run_1/metal_stack.png
(4 px per µm)
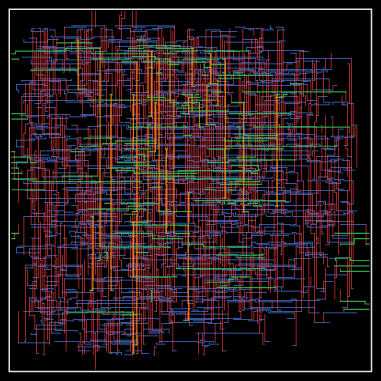
run_1/met4.png
(4 px per µm) Cells faint in the background.
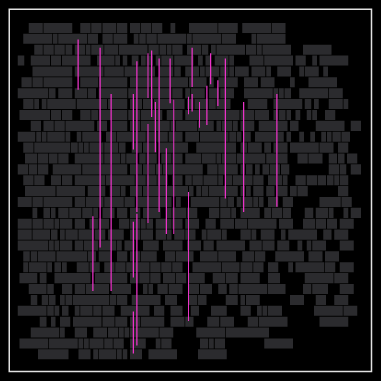
run_1/final_congestion.png
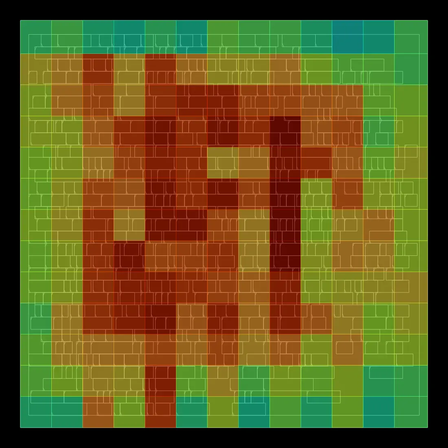
run_1/clock_map.png
(3 px per µm)
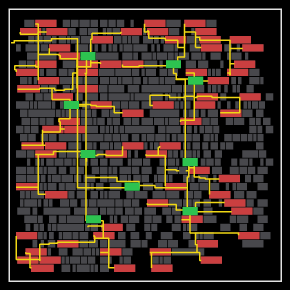
===== src/rtl/pattern_pkg.sv =====
`default_nettype none
// +--------------------------------------------------------------------+
// | pattern_pkg                                                        |
// | Shared states, default parameters and length/period clamp helpers  |
// | for the pattern_player LED sequencer.                              |
// | Revision: 1.0                                                      |
// +--------------------------------------------------------------------+
package pattern_pkg;

  localparam int DEF_N_LED    = 8;
  localparam int DEF_IDX_W    = 3;
  localparam int DEF_DEPTH    = 16;
  localparam int DEF_ADDR_W   = 4;
  localparam int DEF_LVL_W    = 2;
  localparam int DEF_BASE_LEN = 4;
  localparam int DEF_LEN_STEP = 4;
  localparam int DEF_PERIOD0  = 8;

  localparam logic [1:0] S_IDLE = 2'd0;
  localparam logic [1:0] S_SHOW = 2'd1;
  localparam logic [1:0] S_GAP  = 2'd2;
  localparam logic [1:0] S_DONE = 2'd3;

  typedef enum logic [1:0] {
    ST_IDLE = S_IDLE,
    ST_SHOW = S_SHOW,
    ST_GAP  = S_GAP,
    ST_DONE = S_DONE
  } state_e;

  // Sequence length grows with level and is clamped to the store depth.
  function automatic int len_calc(input int base_len, input int len_step,
                                  input int depth, input int level);
    int raw;
    raw = base_len + level * len_step;
    return (raw > depth) ? depth : raw;
  endfunction

  // Ticks per phase halve with each level but never drop below one.
  function automatic int per_calc(input int period0, input int level);
    int p;
    p = period0 >> level;
    return (p < 1) ? 1 : p;
  endfunction

endpackage
`default_nettype wire


===== src/rtl/phase_timer.sv =====
`default_nettype none
// +--------------------------------------------------------------------+
// | phase_timer                                                        |
// | Counts tick strobes up to a loadable terminal value and pulses     |
// | expire on the edge where the term-th tick is seen.                 |
// | Revision: 1.0                                                      |
// +--------------------------------------------------------------------+
module phase_timer #(
  parameter int CNT_W = 4
) (
  input  logic             clk,
  input  logic             rst,
  input  logic             clear,
  input  logic             tick,
  input  logic [CNT_W-1:0] term,
  output logic             expire
);

  logic [CNT_W-1:0] cnt_q;
  logic [CNT_W-1:0] cnt_d;

  always_comb begin
    expire = !clear && tick && (cnt_q == term - CNT_W'(1));
    cnt_d  = cnt_q;
    // Self-restart on expire so back-to-back phases start from zero.
    if (clear || expire) begin
      cnt_d = '0;
    end else if (tick) begin
      cnt_d = cnt_q + CNT_W'(1);
    end
  end

  always_ff @(posedge clk) begin
    if (rst) begin
      cnt_q <= '0;
    end else begin
      cnt_q <= cnt_d;
    end
  end

endmodule
`default_nettype wire


===== src/rtl/pattern_player.sv =====
`default_nettype none
// +--------------------------------------------------------------------+
// | pattern_player                                                     |
// | Plays a stored sequence of LED indices as one-hot pulses, with     |
// | length and speed scaled by level. Define PATTERN_PLAYER_GAP_EN to  |
// | insert a dark GAP phase after every SHOW phase.                    |
// | Revision: 1.0                                                      |
// +--------------------------------------------------------------------+
module pattern_player
  import pattern_pkg::*;
#(
  parameter int N_LED    = DEF_N_LED,
  parameter int IDX_W    = DEF_IDX_W,
  parameter int DEPTH    = DEF_DEPTH,
  parameter int ADDR_W   = DEF_ADDR_W,
  parameter int LVL_W    = DEF_LVL_W,
  parameter int BASE_LEN = DEF_BASE_LEN,
  parameter int LEN_STEP = DEF_LEN_STEP,
  parameter int PERIOD0  = DEF_PERIOD0
) (
  input  logic              clk,
  input  logic              rst,
  input  logic              tick,
  input  logic              start,
  input  logic [LVL_W-1:0]  level,
  input  logic              wr_en,
  input  logic [ADDR_W-1:0] wr_addr,
  input  logic [IDX_W-1:0]  wr_data,
  output logic [N_LED-1:0]  led,
  output logic              busy,
  output logic              done,
  output logic [ADDR_W-1:0] step_idx
);

  localparam int PER_W = $clog2(PERIOD0 + 1);

  state_e              state_q, state_d;
  state_e              adv_state;
  logic [ADDR_W-1:0]   step_q, step_d, adv_step;
  logic [ADDR_W:0]     len_q, len_d;
  logic [PER_W-1:0]    per_q, per_d;
  logic [N_LED-1:0]    led_q, led_d;
  logic [IDX_W-1:0]    store_q [DEPTH];
  logic [IDX_W-1:0]    store_d [DEPTH];
  logic [IDX_W-1:0]    show_idx;
  logic                timer_clear;
  logic                timer_expire;
  logic                last_step;

  // Counter is held at zero outside playback so the acceptance-cycle tick is ignored.
  assign timer_clear = (state_q == ST_IDLE) || (state_q == ST_DONE);

  phase_timer #(
    .CNT_W (PER_W)
  ) u_phase_timer (
    .clk    (clk),
    .rst    (rst),
    .clear  (timer_clear),
    .tick   (tick),
    .term   (per_q),
    .expire (timer_expire)
  );

  always_comb begin : store_write
    store_d = store_q;
    if ((state_q == ST_IDLE) && wr_en) begin
      store_d[wr_addr] = wr_data;
    end
  end

  assign last_step = ({1'b0, step_q} == (len_q - (ADDR_W + 1)'(1)));

  always_comb begin : step_advance
    adv_state = ST_SHOW;
    adv_step  = step_q + ADDR_W'(1);
    if (last_step) begin
      adv_state = ST_DONE;
      adv_step  = step_q;
    end
  end

  always_comb begin : fsm_next
    state_d = state_q;
    step_d  = step_q;
    len_d   = len_q;
    per_d   = per_q;
    case (state_q)
      ST_IDLE: begin
        if (start) begin
          len_d   = (ADDR_W + 1)'(len_calc(BASE_LEN, LEN_STEP, DEPTH, int'(level)));
          per_d   = PER_W'(per_calc(PERIOD0, int'(level)));
          step_d  = '0;
          state_d = ST_SHOW;
        end
      end
      ST_SHOW: begin
        if (timer_expire) begin
`ifdef PATTERN_PLAYER_GAP_EN
          state_d = ST_GAP;
`else
          state_d = adv_state;
          step_d  = adv_step;
`endif
        end
      end
      ST_GAP: begin
`ifdef PATTERN_PLAYER_GAP_EN
        if (timer_expire) begin
          state_d = adv_state;
          step_d  = adv_step;
        end
`else
        state_d = ST_IDLE;
`endif
      end
      ST_DONE: begin
        state_d = ST_IDLE;
      end
      default: begin
        state_d = ST_IDLE;
      end
    endcase
  end

  // Reading the post-write store lets a same-cycle write reach the first step.
  always_comb begin : led_next
    show_idx = store_d[step_d];
    led_d    = '0;
    if (state_d == ST_SHOW) begin
      for (int i = 0; i < N_LED; i++) begin
        led_d[i] = (show_idx == IDX_W'(i));
      end
    end
  end

  always_ff @(posedge clk) begin
    if (rst) begin
      state_q <= ST_IDLE;
      step_q  <= '0;
      len_q   <= '0;
      per_q   <= PER_W'(1);
      led_q   <= '0;
      for (int i = 0; i < DEPTH; i++) begin
        store_q[i] <= '0;
      end
    end else begin
      state_q <= state_d;
      step_q  <= step_d;
      len_q   <= len_d;
      per_q   <= per_d;
      led_q   <= led_d;
      store_q <= store_d;
    end
  end

  assign led      = led_q;
  assign busy     = (state_q != ST_IDLE);
  assign done     = (state_q == ST_DONE);
  assign step_idx = step_q;

endmodule
`default_nettype wire


===== config.mk =====
export PLATFORM = sky130hd
export DESIGN_NAME = pattern_player
export DESIGN_NICKNAME = d
export VERILOG_FILES = /design/src/rtl/pattern_pkg.sv /design/src/rtl/phase_timer.sv /design/src/rtl/pattern_player.sv
export SDC_FILE = /design/constraint.sdc
export NUM_CORES = 1
export LEC_CHECK = 0
export CAP_MARGIN = 40
export CORE_MARGIN = 1.5
export CORE_UTILIZATION = 53
export CTS_CLUSTER_DIAMETER = 120
export CTS_CLUSTER_SIZE = 12
export DETAILED_ROUTE_END_ITERATION = 10
export PLACE_DENSITY = 0.76
export REMOVE_ABC_BUFFERS = 1
export SLEW_MARGIN = 20
export SYNTH_ARGS = -nofsm -noshare
export SYNTH_HDL_FRONTEND = slang
export SYNTH_SLANG_ARGS = --single-unit
export TNS_END_PERCENT = 100

===== constraint.sdc =====
create_clock -name clk -period 2.7 [get_ports clk]
set_input_delay 0.54 -clock clk [delete_from_list [all_inputs] [get_ports clk]]
set_output_delay 0.54 -clock clk [all_outputs]
set_load 0.1 [all_outputs]

==> results.toml, run 1 <==
# implementation run metrics
[clock_tree]
clock-root-buffer = "clkbuf_8"
post_cts_hold_buffer_count = 0
ctsResizeCount = 40
insertion_delay_ps = 350
path_clk_slew_ps = 80
cts.path.max_buffers = 2

[critical_path]
worstPathRequired_ps = 2980
worstPathMaxFanout = 4
critical_path.max_stage_delay_ps = 390
worst_path_max_delay_cell = "nor4_1"
cp_cell_sequence = "inv_2 > ha_4 > xor2_2 > buf_4 > and4_4 > nand3_2 > buf_6 > a21o_1 > a22oi_2 > buf_4 > a211oi_2 > nor4_1 > buf_4 > nand4bb_4 > nor3_2"
type_of_the_worst_setup_path = "reg2reg"
cpLargestDelayFamily = "simple AND/OR/NAND/NOR gates"

[global_route]
grt.met2_usage_pct = 56.2
antenna_found_initial = 0
grt_pass1_vias = 4179

[power_and_ir_drop]
vdd_drop_max_v = 0.000319
seq_power_share_pct = 45.2
clock_net_power_w = 0.000867
power_report.internal_total_w = 0.00174
power_switching_w = 0.000714
comb_cell_power_w = 0.000477
p_sw_share_pct = 29.1
p_clk_share_pct = 35.4
leakage_nw = 2.45

[sta]
slew_viol_final = 0
max_clock_freq_mhz = 307
grt_setup_unrepaired = "yes"
timing.final.setup_violations = 8
postLayoutSetupSlackWorst_ps = -554
hold_slack_ps = 472
final_hold_viol_count = 0
timing.setup.tns_ps = -4020
finalCriticalPeriod_ps = 3250
max-slew-margin-rel_pct = 65.4
clock-skew-final_ps = 10.5

[status]
status = "finished, violations left"
violations = "setup timing"

[logic_synthesis]
avgSynthCellArea_um2 = 8.81
synth-main-ff-cell = "dfxtp_1"
synth.cells.most_frequent = "74 x nor2_1, 73 x dfxtp_1, 62 x mux2i_1, 33 x nand2_1, 24 x a21oi_1"
netlist_area_um2 = 4030
ys_cells = 457
synthesis.yosys.warnings = 0

[placement]
post_dp_cell_area_um2 = 5060

[layout]
dominant_cells = "logic gates"
num-nonclk-inverters = 11
antennaDiodeCount = 0
n_sequential_cell = 73
combGateArea_um2 = 2650
layout-drive-gt1-share_pct = 36.4
layout.comb_gates.multi_input = 350
signal_buffer_area_fraction_pct = 21.8
lay_top_count = "buf_4"

[floorplan]
design.portCount = 28
rows = 31
initCoreUtil_pct = 55.2
num_tap_cells = 99

[route]
vias_per_cell = 6.10
detail_route.iter0.violations = 429

[job]
drv_cap = 0
-- metal_stack.png (at the start) --
layer	colour	wire length
met2	red	6680 µm
met1	blue	5300 µm
met4	orange	573 µm
met3	green	1030 µm

-- met4.png (at the start) --
main direction	vertical
wire length on this layer	573 µm

-- final_congestion.png (at the start) --
met3 layer usage reported by global route: 5.08%
grt peak-use layer: met2
wire per inst: 19.5 µm
overall fraction of global-route tracks in use: 32.4%

-- clock_map.png (at the start) --
[clock wires] yellow | length: 918 µm
[cells driving clock nets] green | count: 9
[flip-flops] red | count: 73
routed clock nets	10

-- run 1: cell families (layout without fill, tap and decap cells) --
| group | Yosys count | count (layout) | synth area share, % |
|---|---|---|---|
| simple gates | 174 | 174 | 21.4 |
| flops | 73 | 73 | 36.3 |
| compound gates | 84 | 84 | 14.0 |
| fa+ha+maj | 12 | 12 | 3.73 |
| xor+xnor | 13 | 13 | 3.17 |
| buf+inv | 34 | 176 | 4.57 |
| mux | 67 | 67 | 16.8 |
-- run 1: path summary, 6_finish.rpt --
path	start	end	slack (ps)	depth (start not counted)
setup reg to reg	per_q[0]$_SDFFE_PP1P_	led[7]$_SDFF_PP0_	-550	15
hold / removal	len_q[3]$_SDFFE_PP0P_	len_q[3]$_SDFFE_PP0P_	470	2
setup / recovery	per_q[0]$_SDFFE_PP1P_	led[7]$_SDFF_PP0_	-550	15
hold reg to reg	len_q[3]$_SDFFE_PP0P_	len_q[3]$_SDFFE_PP0P_	470	2
-- run 1: layer usage --
| metal | part of all wire (%) | routed length, µm | vias to the layer above |
|---|---|---|---|
| met1 | 39 | 5300 | 2019 |
| met5 | 0 | 0 | - |
| li1 | - | - | 1919 |
| met4 | 4.2 | 572 | 0 |
| met2 | 49 | 6680 | 254 |
| met3 | 7.5 | 1030 | 64 |
-- run 1: state kept, by name, indices dropped and copies added (netlist names) --
| signal | flops |
|---|---|
| led | 8 |
| len_q | 3 |
| per_q | 4 |
| state_q | 2 |
| step_idx | 4 |
| store_q | 48 |
| u_phase_timer.cnt_q | 4 |
-- run 1: tightest hold or removal path, cell delays in order (launching register included) --
cell and delay, ps:
dfxtp_2 320, nand2_1 50, a21oi_1 60
## Run 2: what changed since run 1
--- a/config.mk
+++ b/config.mk
@@ -5,7 +5,7 @@
 export SDC_FILE = /design/constraint.sdc
 export NUM_CORES = 1
 export LEC_CHECK = 0
-export CAP_MARGIN = 40
+export CAP_MARGIN = 10
 export CORE_MARGIN = 1.5
 export CORE_UTILIZATION = 53
 export CTS_CLUSTER_DIAMETER = 120
run_2/met4.png
(4 px per µm) Cells faint in the background.
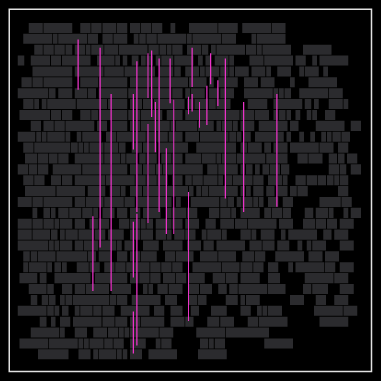
nets with wire on the layer	25
share of all routed wire	4.2%
longest straight run	49.6 µm
main direction	vertical

run_2/zoom.png
Window x 58 to 78, y 13 to 33 µm. Cells in grey, sequential cells in the stronger grey; small squares are vias.
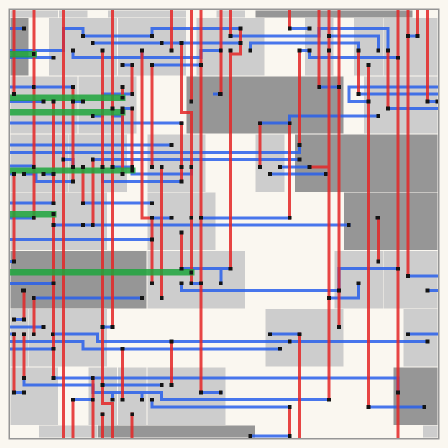
layer	colour
met1	blue
met2	red
met3	green
cells with their middle in the window	30
sequential cells in the window	4
netlist names of flops here include	`store_q` (4)
most frequent	nor2_1 (6), mux2i_1 (5)

==> results.toml, run 2 <==
# implementation run metrics
[floorplan]
die_x_um = 90.2
design.die.area_um2 = 8130
die_height_um = 90.2
rows = 31
coreArea_um2 = 7290
design.portCount = 28
initCoreUtil_pct = 55.2

[critical_path]
arrival_ps = 3540
worstPathRequired_ps = 2980
cp_cell_sequence = "inv_2 > ha_4 > xor2_2 > buf_4 > and4_4 > nand3_2 > buf_6 > a21o_1 > a22oi_2 > buf_4 > a211oi_2 > nor4_1 > buf_4 > nand4bb_4 > nor3_2"
type_of_the_worst_setup_path = "reg2reg"
critical_path.endpoint_type = "register"
critical_path_most_common_cell = "buf_4"
worst_path_max_delay_cell = "nor4_1"
critical_path.max_stage_delay_ps = 390
cpLargestDelayFamily = "simple AND/OR/NAND/NOR gates"
worstPathMaxFanout = 4
worstSetupStartpointType = "register"
cp.buffers_inverters = 5
flop2flop_setup_slack_ps = -550

[logic_synthesis]
synth_area_in_xor_xnor_pct = 3.17
synthTopLogicFamily = "simple AND/OR/NAND/NOR gates"
post_synthesis_cell_type_count = 54
postSynth.asyncResetShare_pct = 0
synthesis_area_per_yosys_um2 = 4030
ys_sh_mux_pct = 16.8
synthesis.yosys.warnings = 0
yosys.cell_count.top_type = "nor2_1"
synth.cells.most_frequent = "74 x nor2_1, 73 x dfxtp_1, 62 x mux2i_1, 33 x nand2_1, 24 x a21oi_1"
synth_simple_gate_area_share_pct = 21.4
post_synth_main_area_contributors = "dfxtp_1 36%, mux2i_1 15%, nor2_1 6.9%, ha_1 3.7%, nand2_1 3.1%"
post_synth_fa_ha_maj_area_fraction_pct = 3.73
enable_flop_cells = 0
largest_area_cell = "dfxtp_1"
synth_seq_share_pct = 36.3
synth.ff_latch_count = 73
post_synth_inst_count = 457
ys_cells = 457
synthAoiAreaFrac_pct = 14.0
netlist_area_um2 = 4030
synth-main-ff-cell = "dfxtp_1"
avgSynthCellArea_um2 = 8.81
top_area_contributor_share_pct = 36.3

[route]
vias_per_cell = 6.10
finalWirelength_mm = 13.6
avgRoutedWirePerCell_um = 19.5
m1WireLength_mm = 5.30
wl_met3_mm = 1.03
vias = 4256
route.top_layer_used = "met4"
drc = 0
detail_route.iter0.violations = 429
drtAntennaViolNets = 0
drtPass1Iterations = 6
route.met2.wl_mm = 6.68

[layout]
lay_top_count = "buf_4"
antennaDiodeCount = 0
regMostFlops = "store_q"
seqCellArea_um2 = 1470
combGateArea_um2 = 2650
fin_cells = 698
layout-drive-gt1-share_pct = 36.4
largest_register_ffs = 48
fillers = 488
final_cell_mix = "126 x buf_4, 73 x nor2_1, 67 x dfxtp_1, 57 x mux2i_1, 33 x nand2_1"
final_net_count = 620

[sta]
finalCriticalPeriod_ps = 3250
clock-skew-final_ps = 10.5
timing.final.setup_violations = 8
max_clock_freq_mhz = 307
final_hold_viol_count = 0
worst-slew-pin-transition_ps = 515
postLayoutSetupSlackWorst_ps = -554
grt_setup_unrepaired = "yes"
slew_viol_final = 0
final.period_utilization_pct = 121
max-slew-margin-rel_pct = 65.4

[placement]
pre_cts_slack_ps = -558
place.detailed.instances = 666
place_hpwl_mm = 8.50
globalplace.congestion = 0.899
port-buffer-count = 27

[clock_tree]
clock-root-buffer = "clkbuf_8"
insertion_delay_ps = 350
clock_tree_from_tritoncts = "done"
cts-buffers-inserted = 9
path_clk_slew_ps = 80
cts_sinks = 73
cts.path.max_buffers = 2
cts-htree-levels = 3

[status]
violations = "setup timing"
status = "finished, violations left"

[global_route]
grt_util_all_layers_pct = 32.4
grt_overflow = 0
grt_start_max_net_pins = 25
grt_pass1_vias = 4179
grt_pass1_wl_mm = 20.6
antenna_found_initial = 0

[power_and_ir_drop]
vdd_drop_max_v = 0.000319
power_density_nw_per_um2 = 428
leakage_nw = 2.45

[worst_hold_path]
class_of_the_tightest_hold_or_removal_check = "reg2reg"

[job]
warning_count = 33
drv_cap = 0
## run 2: metrics by stage
step                      TNS (ps)  hold slack [ps]  cell area, µm²  total power [W]  utilization [%]
after floorplan             -11280              430            3880          0.00133                -
after global placement       -3750              447            5060          0.00151             69.4
after detailed placement     -4030              453            5060          0.00152             69.4
after CTS                    -2290              469            5570          0.00242             76.4
after global routing         -5260              475            5720          0.00253             78.5
final                        -4020              472            5720          0.00245             78.5
## run 2: layer usage
metal	vias to the layer above	GRT usage [%]
met5	-	0
met4	0	16.7
met3	64	5.08
met2	254	56.2
met1	2019	38.5
li1	1919	-
## run 2: timing repair
item / in CTS / in global routing
pin swaps: 20 / 17
endpoints found under the hold margin: 0 / 0
gates cloned: 3 / 0
hold buffers: 0 / 0
setup buffers: 10 / 4
endpoints found under the setup margin: 8 / 8
resized: 40 / 29
## run 2: worst paths after layout
path	start	endpoint	depth (start not counted)
max	per_q[0]$_SDFFE_PP1P_	led[7]$_SDFF_PP0_	15
min	len_q[3]$_SDFFE_PP0P_	len_q[3]$_SDFFE_PP0P_	2
max reg2reg	per_q[0]$_SDFFE_PP1P_	led[7]$_SDFF_PP0_	15
min reg2reg	len_q[3]$_SDFFE_PP0P_	len_q[3]$_SDFFE_PP0P_	2
## run 2: report_power, final
group / internal (W) / switching (W) / total, W
Clock: 0.000431 / 0.000436 / 0.000867
Sequential: 0.00110 / 0.0000108 / 0.00111
Combinational: 0.000210 / 0.000267 / 0.000477
## run 2: area by class of cell
| type | count | area share (%) |
|---|---|---|
| timing repair buffer | 149 | 21.8 |
| inverter | 11 | 0.722 |
| multi-input combinational | 350 | 46.2 |
| tap | 99 | 2.16 |
| sequential | 73 | 25.7 |
| clock buffer | 10 | 2.23 |
| clock inverter | 6 | 1.14 |
## Run 3: what changed since run 2
--- a/config.mk
+++ b/config.mk
@@ -13,6 +13,7 @@
 export DETAILED_ROUTE_END_ITERATION = 10
 export PLACE_DENSITY = 0.76
 export REMOVE_ABC_BUFFERS = 1
+export SKIP_LAST_GASP = 1
 export SLEW_MARGIN = 20
 export SYNTH_ARGS = -nofsm -noshare
 export SYNTH_HDL_FRONTEND = slang
run_3/metal_stack.png
(4 px per µm)
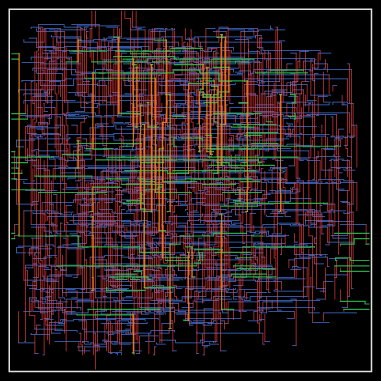
layer	colour	wire length
met4	orange	716 µm
met2	red	6720 µm
met3	green	1090 µm
met1	blue	5340 µm

run_3/final_congestion.png
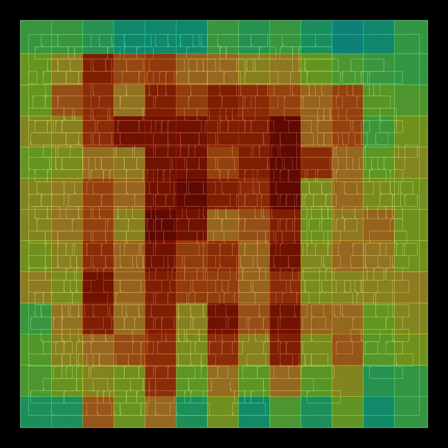
met1 Use GR: 38.6%
final core area utilization: 77.9%

==> results.toml, run 3 <==
# implementation run metrics
[status]
status = "finished, violations left"
violations = "setup timing"

[power_and_ir_drop]
largestPowerGroup = "registers"
seq_power_w = 0.00111
seq_power_share_pct = 45.2
p_total_w = 0.00245
power_density_nw_per_um2 = 431
vdd_drop_max_v = 0.000313

[route]
drc = 0
avgRoutedWirePerCell_um = 19.9
vias = 4312
drtAntennaViolNets = 0

[logic_synthesis]
post_synthesis_cell_type_count = 54
avgSynthCellArea_um2 = 8.81
synth_seq_share_pct = 36.3
synth_area_in_xor_xnor_pct = 3.17
postSynth.asyncResetShare_pct = 0
synthesis_area_per_yosys_um2 = 4030
netlist_area_um2 = 4030
post_synth_main_area_contributors = "dfxtp_1 36%, mux2i_1 15%, nor2_1 6.9%, ha_1 3.7%, nand2_1 3.1%"
synthTopLogicFamily = "simple AND/OR/NAND/NOR gates"
synth-main-ff-cell = "dfxtp_1"
ys_sh_mux_pct = 16.8
synthesis.yosys.warnings = 0

[sta]
final.period_utilization_pct = 119
postLayoutSetupSlackWorst_ps = -516
clock-skew-final_ps = 12.2
finalCriticalPeriod_ps = 3220
timing.final.setup_violations = 8
hold_slack_ps = 472
worst-slew-pin-transition_ps = 575
grt_setup_unrepaired = "yes"
final_hold_viol_count = 0
max_clock_freq_mhz = 311

[layout]
largest_register_ffs = 48
fillers = 497
layout-drive-gt1-share_pct = 35.3
antennaDiodeCount = 0
final_cell_mix = "124 x buf_4, 74 x nor2_1, 67 x dfxtp_1, 60 x mux2i_1, 32 x nand2_1"

[critical_path]
critical_path.endpoint_type = "register"
worstPathRequired_ps = 2950
worst_path_max_delay_cell = "dfxtp_2"
critical_path.max_stage_delay_ps = 330
type_of_the_worst_setup_path = "reg2reg"
critical_path_most_common_cell = "mux2i_1"
arrival_ps = 3470
worst_r2r_endpoint = "led[0]$_SDFF_PP0_"
crit_cells = 14
crit_path_end = "led[0]$_SDFF_PP0_"
cpLargestDelayFamily = "simple AND/OR/NAND/NOR gates"
cp.buffers_inverters = 4

[global_route]
grt_pass1_vias = 4180
grt_overflow = 0

[floorplan]
die_x_um = 90.2
design.portCount = 28
initCoreUtil_pct = 55.2
design.die.area_um2 = 8130

[clock_tree]
insertion_delay_ps = 370
cts.path.max_buffers = 2

[job]
drv_cap = 0

[placement]
post_dp_cell_area_um2 = 5060
place_hpwl_mm = 8.50

[worst_hold_path]
class_of_the_tightest_hold_or_removal_check = "reg2reg"
==> run 3: what timing repair did <==
item	in CTS	in global routing
resized	37	30
pin swaps	20	22
gates cloned	3	0
endpoints found under the setup margin	8	8
setup buffers	10	4
==> run 3: routing by layer <==
layer  vias up  GRT usage [%]  wire length (µm)
met3        77           5.75              1090
met5         -              0                 0
li1       1915              -                 -
met2       265           56.2              6720
met4         0           15.1               716
met1      2055           38.6              5340
==> run 3: tightest hold or removal path, stage by stage (launching register included) <==
cell and delay, ps:
dfxtp_1 320, nand2_1 50, a21oi_1 50
==> run 3: how the worst min path moves through the flow <==
stage	start	to	slack, ps	depth (start not counted)
floorplan	len_q[3]$_SDFFE_PP0P_	len_q[3]$_SDFFE_PP0P_	430	2
global placement	len_q[3]$_SDFFE_PP0P_	len_q[3]$_SDFFE_PP0P_	450	2
detailed placement	len_q[3]$_SDFFE_PP0P_	len_q[3]$_SDFFE_PP0P_	450	2
CTS	len_q[3]$_SDFFE_PP0P_	len_q[3]$_SDFFE_PP0P_	470	2
global route	len_q[3]$_SDFFE_PP0P_	len_q[3]$_SDFFE_PP0P_	480	2
finish	per_q[3]$_SDFFE_PP0P_	per_q[3]$_SDFFE_PP0P_	470	2
==> run 3: stage by stage <==
stage,instances,setup TNS (ps),utilization [%]
after CTS,695,-2320,76.2
after floorplan,434,-11280,-
final,696,-4020,77.9
after global placement,666,-3750,69.4
after detailed placement,666,-4030,69.4
after global routing,696,-4750,77.9
==> run 3: cell type report <==
cell class              instances  area (µm²)  share of cell area (%)
clock buffers                  10         128                    2.25
clock inverters                 6        65.1                    1.15
inverters                      11        41.3                   0.727
multi-input cells             350        2640                    46.5
flip-flops and latches         73        1470                    25.9
well taps                      99         124                    2.18
repair buffers                147        1210                    21.3
Power and IR drop assume default switching activity.
